Design tdm_demux4, sky130hd; sources not shown.
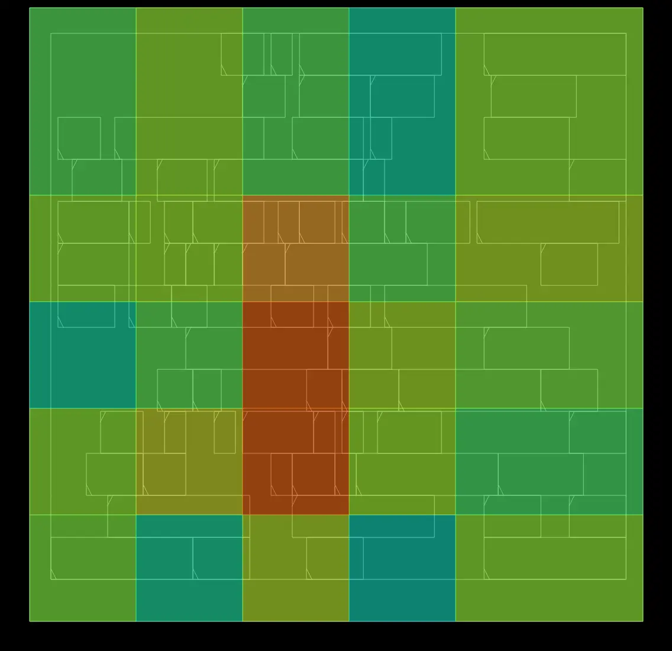
**Above:** congestion heat map.
Tot GR Track Use: 18.3%
Wirelength per Cell: 13.1 um
met3 GRT Util: 3.41%
met1 Use GR: 23.2%

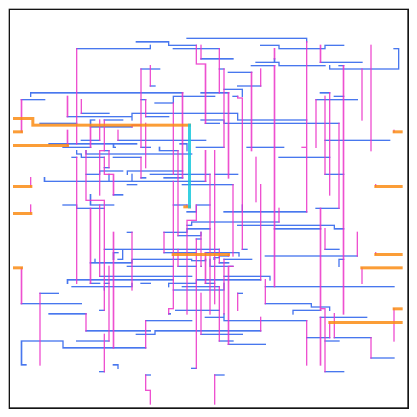
**Above:** wiring by layer.
Scale: 10 px per um.
| layer | colour | wire length |
|---|---|---|
| M1 | blue | 572 um |
| M4 | cyan | 8.20 um |
| M2 | magenta | 523 um |
| M3 | orange | 51.3 um |
DR vias: 431
final wirelength: 1150 um

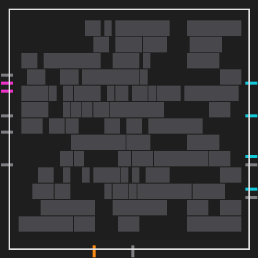
**Above:** I/O pins on the die edge.
Scale: 6 px per um. Pins as bars across the die edge, other pins in grey.
| port | colour | pins | direction | edge |
|---|---|---|---|---|
| slot | magenta | 2 | output | left |
| dout | cyan | 4 | output | right |
| frame_valid | orange | 1 | output | bottom |
Die Y: 39.7 um
overall die width: 39.7 um
Port Buffers: 13

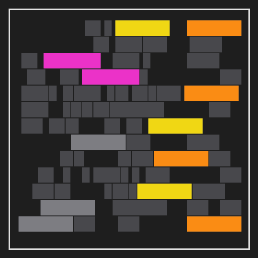
**Above:** sequential cells coloured by netlist name.
Scale: 6 px per um. Other sequential cells in the stronger grey, the rest of the logic in the fainter grey.
| netlist name | colour | placed flops |
|---|---|---|
| shadow_q | yellow | 3 |
| dout | orange | 4 |
| slot | magenta | 2 |
not coloured: 3
post-layout util: 65.0%
sequential power: 0.521 mW
sequential cell area share: 35.4%
Flop area: 303 um2

==> impl_metrics.py <==
# Generated from Yosys and OpenROAD reports
metrics = {
    "sta": {
        "holdWs_ns": 0.242,
        "maxSlewViolCount": 0,
        "slew_headroom_pct": 62.0,
        "fin_crit_sh_pct": 98.3,
        "min_period_ns": 1.47,
        "setup_violations": 0,
        "fmax_ghz": 0.678,
    },
    "layout": {
        "comb_share_pct": 36.4,
        "fin_nets": 86,
        "nClkBuffers": 4,
        "nFillCells": 106,
    },
    "clock_tree": {
        "cts_buffer_depth": 2,
        "ctsHoldBuffers": 0,
    },
    "worst_setup_path": {
        "critPathLaunchType": "register",
        "cp_max_fo": 4,
        "end_kind": "register",
        "worst_ep_required_time_ns": 1.65,
        "path_depth": 7,
        "path_class": "reg2reg",
    },
    "detailed_routing": {
        "drtIter0Drc": 7,
        "wl_met2_um": 522,
        "drc": 0,
        "dr.pass1.iters": 4,
        "highest_layer": "met4",
        "wl_met1_um": 572,
    },
    "outcome": {
        "outcome": "complete, no violations",
    },
    "synth": {
        "post-synth-top-count-cell": "dfrtp_1",
        "top_logic_kind": "adder cells",
        "ys_ff": 12,
        "xor_area_share_pct": 0,
        "async_reset_ff_share_pct": 100,
        "largest_area_cell": "dfrtp_1",
        "yosysCellCount": 51,
        "top_area_share_pct": 50.2,
    },
    "pwr": {
        "power_switching_mw": 0.577,
        "power.internal_mw": 0.982,
        "ir_drop_v": 0.00103,
        "swShare_pct": 37.0,
        "powerDensity_nw_per_um2": 1820,
    },
    "global_route": {
        "grt_pass1_wl_um": 1900,
        "use_met2_pct": 29.9,
        "grt_max_degree": 13,
        "gr-total-overflow": 0,
    },
    "die": {
        "core_area_um2": 1320,
        "die_area_um2": 1580,
    },
    "job": {
        "cap_viol_max_count": 0,
    },
}
No activity file was given, so power comes from the tool's default toggle rates.
